### config.mk
export PLATFORM = sky130hd
export DESIGN_NAME = servo_pwm_multi_flat
export DESIGN_NICKNAME = d
export VERILOG_FILES = /design/src/rtl/servo_pwm_multi_if.sv /design/src/rtl/servo_pwm_multi.sv /design/src/flat_wrapper.sv
export SDC_FILE = /design/constraint.sdc
export NUM_CORES = 1
export LEC_CHECK = 0
export CORE_MARGIN = 4
export CORE_UTILIZATION = 60
export CTS_CLUSTER_DIAMETER = 120
export DETAILED_ROUTE_END_ITERATION = 8
export GPL_TIMING_DRIVEN = 0
export HOLD_SLACK_MARGIN = 0.02
export PLACE_DENSITY = 0.89
export SYNTH_ARGS = -nofsm -noshare
export SYNTH_HDL_FRONTEND = slang
export SYNTH_SLANG_ARGS = --single-unit
### constraint.sdc
create_clock -name clk_i -period 4.6 [get_ports clk_i]
set_clock_uncertainty 0.05 [all_clocks]
set_input_delay 0.92 -clock clk_i [delete_from_list [all_inputs] [get_ports clk_i]]
set_output_delay 0.92 -clock clk_i [all_outputs]
set_load 0.05 [all_outputs]
### src/rtl/servo_pwm_multi_if.sv
// Command handshake between the SPI decode path (master) and the servo PWM block (slave).
interface servo_pwm_multi_if #(
   parameter int NUM_CH = 2,
   parameter int CMD_W  = 11
) ();
   localparam int CH_W = (NUM_CH > 1) ? $clog2(NUM_CH) : 1;

   logic [CH_W-1:0]  cmd_ch;
   logic [CMD_W-1:0] cmd_val;
   logic             cmd_valid;
   logic             cmd_ready;

   modport master (output cmd_ch, output cmd_val, output cmd_valid, input cmd_ready);
   modport slave  (input cmd_ch, input cmd_val, input cmd_valid, output cmd_ready);
endinterface

### src/rtl/servo_pwm_multi.sv
// Multi-channel servo PWM: shared tick/frame counter, per-channel command staging
// applied at frame boundaries, optional per-frame slew limit.
module servo_pwm_multi #(
   parameter int NUM_CH  = 2,
   parameter int CLK_DIV = 100,
   parameter int PERIOD  = 20000,
   parameter int MIN_PW  = 1000,
   parameter int CMD_MAX = 1000,
   parameter int CMD_W   = 11,
   parameter int SLEW    = 0
) (
   input  logic                clk_i,
   input  logic                rst_ni,
   servo_pwm_multi_if.slave    cmd,
   input  logic [NUM_CH-1:0]   ch_en_i,
   output logic [NUM_CH-1:0]   pwm_o,
   output logic                frame_start_o
);
   localparam int CH_W  = (NUM_CH > 1) ? $clog2(NUM_CH) : 1;
   localparam int PRE_W = $clog2(CLK_DIV);
   localparam int CNT_W = $clog2(PERIOD);
   localparam int CMP_W = CNT_W + 1;
   localparam int SW    = CMD_W + 1;

   localparam logic [CMD_W-1:0]     CENTRE    = CMD_W'(CMD_MAX / 2);
   localparam logic [CMD_W-1:0]     CMD_MAX_V = CMD_W'(CMD_MAX);
   localparam logic signed [SW-1:0] SLEW_P    = SW'(SLEW);
   localparam logic signed [SW-1:0] SLEW_N    = -SW'(SLEW);

   logic [PRE_W-1:0]  pre_q, pre_d;
   logic [CNT_W-1:0]  cnt_q, cnt_d;
   logic [CMD_W-1:0]  target_q [NUM_CH];
   logic [CMD_W-1:0]  target_d [NUM_CH];
   logic [CMD_W-1:0]  active_q [NUM_CH];
   logic [CMD_W-1:0]  active_d [NUM_CH];
   logic [NUM_CH-1:0] en_q, en_d;
   logic [NUM_CH-1:0] pwm_q, pwm_d;
   logic              fs_q;

   logic                tick, bnd, xfer;
   logic [CMD_W-1:0]    cmd_clamped;
   logic signed [SW-1:0] diff [NUM_CH];
   logic signed [SW-1:0] step [NUM_CH];
   logic [CMP_W-1:0]    thr  [NUM_CH];

   always_comb begin
      tick  = (pre_q == PRE_W'(CLK_DIV - 1));
      bnd   = tick && (cnt_q == CNT_W'(PERIOD - 1));
      pre_d = tick ? '0 : pre_q + PRE_W'(1);
      cnt_d = cnt_q;
      if (tick) begin
         cnt_d = (cnt_q == CNT_W'(PERIOD - 1)) ? '0 : cnt_q + CNT_W'(1);
      end
   end

   // No transfer is taken on the boundary cycle, so the staged targets are stable when copied.
   assign cmd.cmd_ready = rst_ni & ~bnd;
   assign xfer          = cmd.cmd_valid & cmd.cmd_ready;
   assign cmd_clamped   = (cmd.cmd_val > CMD_MAX_V) ? CMD_MAX_V : cmd.cmd_val;

   // Out-of-range channel numbers match no iteration and are silently dropped.
   always_comb begin
      for (int c = 0; c < NUM_CH; c++) begin
         target_d[c] = target_q[c];
         if (xfer && (cmd.cmd_ch == CH_W'(c))) begin
            target_d[c] = cmd_clamped;
         end
      end
   end

   always_comb begin
      en_d = bnd ? ch_en_i : en_q;
      for (int c = 0; c < NUM_CH; c++) begin
         diff[c] = $signed({1'b0, target_q[c]}) - $signed({1'b0, active_q[c]});
         step[c] = diff[c];
         if (diff[c] > SLEW_P) begin
            step[c] = SLEW_P;
         end else if (diff[c] < SLEW_N) begin
            step[c] = SLEW_N;
         end
         active_d[c] = active_q[c];
         if (bnd) begin
            if (SLEW == 0) begin
               active_d[c] = target_q[c];
            end else begin
               active_d[c] = CMD_W'($signed({1'b0, active_q[c]}) + step[c]);
            end
         end
      end
   end

   // Compare against next-state values so pwm edges line up with the counter.
   always_comb begin
      for (int c = 0; c < NUM_CH; c++) begin
         thr[c]   = CMP_W'(MIN_PW) + CMP_W'(active_d[c]);
         pwm_d[c] = en_d[c] && ({1'b0, cnt_d} < thr[c]);
      end
   end

   always_ff @(posedge clk_i or negedge rst_ni) begin
      if (!rst_ni) begin
         pre_q <= '0;
         cnt_q <= '0;
         en_q  <= '0;
         pwm_q <= '0;
         fs_q  <= 1'b0;
         for (int c = 0; c < NUM_CH; c++) begin
            target_q[c] <= CENTRE;
            active_q[c] <= CENTRE;
         end
      end else begin
         pre_q <= pre_d;
         cnt_q <= cnt_d;
         en_q  <= en_d;
         pwm_q <= pwm_d;
         fs_q  <= bnd;
         for (int c = 0; c < NUM_CH; c++) begin
            target_q[c] <= target_d[c];
            active_q[c] <= active_d[c];
         end
      end
   end

   assign pwm_o         = pwm_q;
   assign frame_start_o = fs_q;
endmodule

### src/flat_wrapper.sv
// flat-port wrapper written by rule: the top's interface ports become plain ports
module servo_pwm_multi_flat 
#(
   parameter int NUM_CH  = 2,
   parameter int CLK_DIV = 100,
   parameter int PERIOD  = 20000,
   parameter int MIN_PW  = 1000,
   parameter int CMD_MAX = 1000,
   parameter int CMD_W   = 11,
   parameter int SLEW    = 0
)
  (clk_i, rst_ni, ch_en_i, pwm_o, frame_start_o, cmd_cmd_ch, cmd_cmd_val, cmd_cmd_valid, cmd_cmd_ready);
  servo_pwm_multi_if #(.NUM_CH(NUM_CH), .CMD_W(CMD_W)) cmd_i ();
  input  logic clk_i;
  input  logic rst_ni;
  input  logic [NUM_CH-1:0] ch_en_i;
  output logic [NUM_CH-1:0] pwm_o;
  output logic frame_start_o;
  input wire logic [$bits(cmd_i.cmd_ch)-1:0] cmd_cmd_ch;
  input wire logic [$bits(cmd_i.cmd_val)-1:0] cmd_cmd_val;
  input wire logic [$bits(cmd_i.cmd_valid)-1:0] cmd_cmd_valid;
  output wire logic [$bits(cmd_i.cmd_ready)-1:0] cmd_cmd_ready;
  assign cmd_i.cmd_ch = cmd_cmd_ch;
  assign cmd_i.cmd_val = cmd_cmd_val;
  assign cmd_i.cmd_valid = cmd_cmd_valid;
  assign cmd_cmd_ready = cmd_i.cmd_ready;
  servo_pwm_multi #(.NUM_CH(NUM_CH), .CLK_DIV(CLK_DIV), .PERIOD(PERIOD), .MIN_PW(MIN_PW), .CMD_MAX(CMD_MAX), .CMD_W(CMD_W), .SLEW(SLEW)) u_core (.clk_i(clk_i), .rst_ni(rst_ni), .cmd(cmd_i), .ch_en_i(ch_en_i), .pwm_o(pwm_o), .frame_start_o(frame_start_o));
endmodule
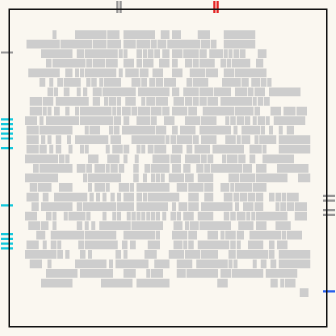
**Above:** pin placement.
Pins as bars across the die edge, other pins in gray.
legend:
  ch_en_i:
    color: red
    pins: 2
    direction: input
    edge: north
  cmd_cmd_val:
    color: cyan
    pins: 11
    direction: input
    edge: west
  rst_ni:
    color: blue
    pins: 1
    direction: input
    edge: east
all pins by edge: 12 west, 5 east, 4 north

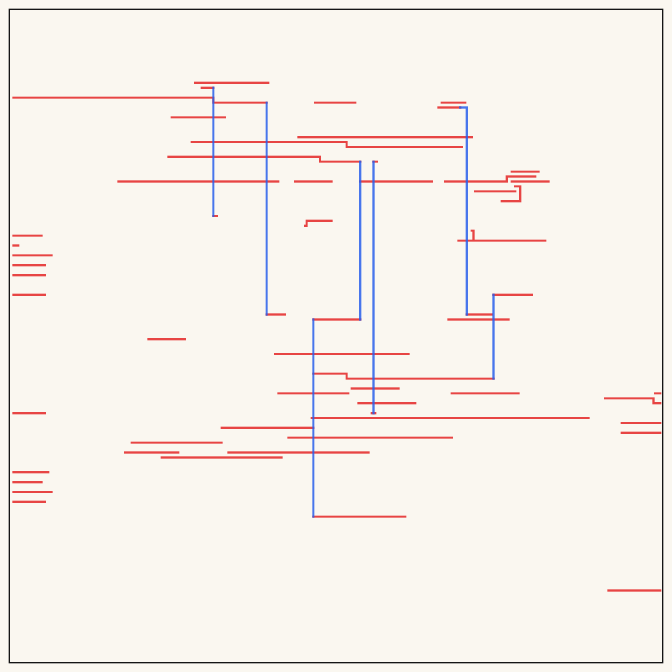
**Above:** metal layers overlaid.
Only two layers are drawn.
legend:
  M4:
    color: blue
    wire_length: 172 um
  M3:
    color: red
    wire_length: 566 um
Post-Route WL: 8720 um
average routed wire per standard cell: 16.4 um
via count: 3,233

==> impl_metrics.tcl <==
# metrics dict for downstream scripts
set metrics [dict create \
    status "complete, no violations" \
    finalClockPeriodUsage_pct 95.7 \
    syn_inst 417 \
    cp.arrival_ns 4.63 \
    die-area_um2 8090 \
    cp_max_fo 10 \
    critPathBufInv 4 \
    fillCellCount 482 \
    end_kind "register" \
    placedCellCount 514 \
    top_cell "nand2_1" \
    io_buffer_count 20 \
    hold_buffers 0 \
    critPathSlowestCell "a2111o_1" \
    syn-num-nets 459 \
    synthTopCellsByCount "76 x nand2_1, 47 x dfrtp_1, 33 x o21ai_0" \
    edf_count 0 \
    layout-drive-gt1-share_pct 15.9 \
    avgViaCountPerCell 6.10 \
    ys_chip_area_um2 4030 \
    grt_max_degree 75 \
    clk_path_buf_depth 2 \
    synthesis.area_um2 4030 \
    warnings 26 \
    ir_worst_vdd_v 0.000258 \
    top_area_cell "dfrtp_1" \
    htreeDepth 3 \
    relSlewSlack_pct 40.2 \
    yosys_warnings 0 \
    core-area_um2 6420 \
    fin_nets 490 \
    gp_congestion 0.866 \
    rows 29 \
    clock_sinks 71 \
    cts_tree "done" \
    ys_cells 417 \
    grt_pass1_vias 3211 \
    first_iter_violations 137 \
    ys_ff 71 \
    flop_area_um2 1810 \
    min_period_ns 4.40 \
    syn_area_per_cell_um2 9.66 \
    synthArstFlopShare_pct 100 \
    rsz0062_at_grt "false" \
]
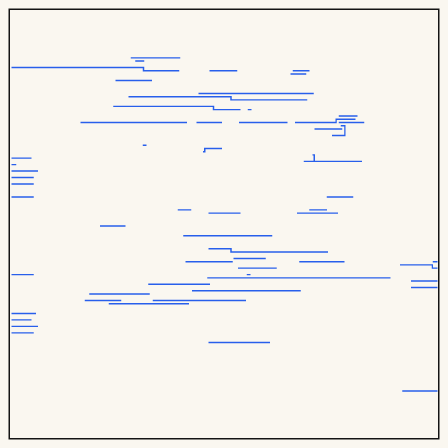
**Above:** metal 3.
nets with wire on the layer: 45
longest straight run: 38.2 um

-- cell families (layout without fill, tap and decap cells) --
group | Yosys count | count (layout) | synth area share (%)
compound gates | 91 | 91 | 14.3
xor+xnor | 30 | 30 | 6.52
fa+ha+maj | 25 | 25 | 7.76
buf+inv | 23 | 59 | 3.29
flops | 71 | 71 | 44.8
mux | 14 | 14 | 3.66
simple gates | 163 | 163 | 19.7
-- what timing repair did --
item / CTS / global route
buffers inserted: 0 / 0
endpoints found under the setup margin: 0 / 1
resized: 0 / 6
-- flip-flops by register name, summed over array words and instances, names as in the netlist --
name	cells
u_core.frame_start_o	1
u_core.en_q	2
u_core.cnt_q	15
u_core.pwm_o	2
u_core.target_q	22
u_core.active_q	22
u_core.pre_q	7
-- final timing paths --
| check | from | end | slack, ns | cells past startpoint |
|---|---|---|---|---|
| max in group asynchronous | rst_ni | u_core.active_q[12] | 3.29 | 1 |
| worst max-delay path | u_core.pre_q[0] | u_core.pwm_o[1] | 0.20 | 21 |
| min in group asynchronous | rst_ni | u_core.pre_q[5] | 0.63 | 1 |
| worst min-delay path | u_core.pre_q[0] | u_core.pre_q[0] | 0.41 | 1 |
| worst min register to register | u_core.pre_q[0] | u_core.pre_q[0] | 0.41 | 1 |
| worst max register to register | u_core.pre_q[0] | u_core.pwm_o[1] | 0.20 | 21 |
-- routing by layer --
metal | track usage [%] | vias to the layer above | part of all wire (%)
met5 | 0 | - | 0
met4 | 8.93 | 0 | 2.0
met2 | 37.6 | 94 | 50
met1 | 27.8 | 1581 | 42
met3 | 6.43 | 17 | 6.5
li1 | - | 1541 | -
-- placed cells by master (no fill, tap or decap), types with 4 or more instances in the layout --
| cell type | count |
|---|---|
| nor3_1 | 6 |
| clkdlybuf4s50_1 | 19 |
| clkbuf_8 | 9 |
| mux2i_1 | 8 |
| a21oi_1 | 19 |
| dfrtp_1 | 47 |
| dfstp_2 | 24 |
| mux2_2 | 5 |
| a21o_1 | 6 |
| o21ai_0 | 32 |
| nor2b_1 | 5 |
| nor2_1 | 24 |
| nand2_1 | 76 |
| and2_1 | 7 |
| ha_1 | 24 |
| xnor2_1 | 14 |
| nand3_1 | 13 |
| nand2b_1 | 4 |
| a211oi_1 | 6 |
| nand4_1 | 8 |
| xor2_1 | 16 |
| buf_2 | 6 |
| inv_1 | 9 |
-- per-stage QoR --
step / util [%] / area (um^2) / setup WS [ns] / hold slack, ns
floorplan: - / 4030 / 0.690 / 0.383
global placement: 67.4 / 4330 / -1.20 / 0.396
detailed placement: 67.3 / 4320 / 0.129 / 0.406
CTS: 70.0 / 4500 / 0.105 / 0.415
global route: 70.3 / 4510 / 0.0124 / 0.429
finish: 70.3 / 4510 / 0.196 / 0.412
-- area by class of cell --
type / count / area share (%)
tap: 77 / 2.13
clock inverter: 6 / 1.03
inverter: 10 / 0.832
buffer: 13 / 2.16
multi-input combinational: 323 / 46.6
sequential: 71 / 40.0
timing repair buffer: 20 / 4.38
clock buffer: 10 / 2.83
-- where the power goes --
part | leakage (nW) | internal, mW | switching, mW
clock network | 0.0829 | 0.198 | 0.245
logic | 1.20 | 0.0413 | 0.0470
registers | 0.860 | 0.665 | 0.0347
total | 2.14 | 0.905 | 0.327
No activity file was given, so power comes from the tool's default toggle rates.
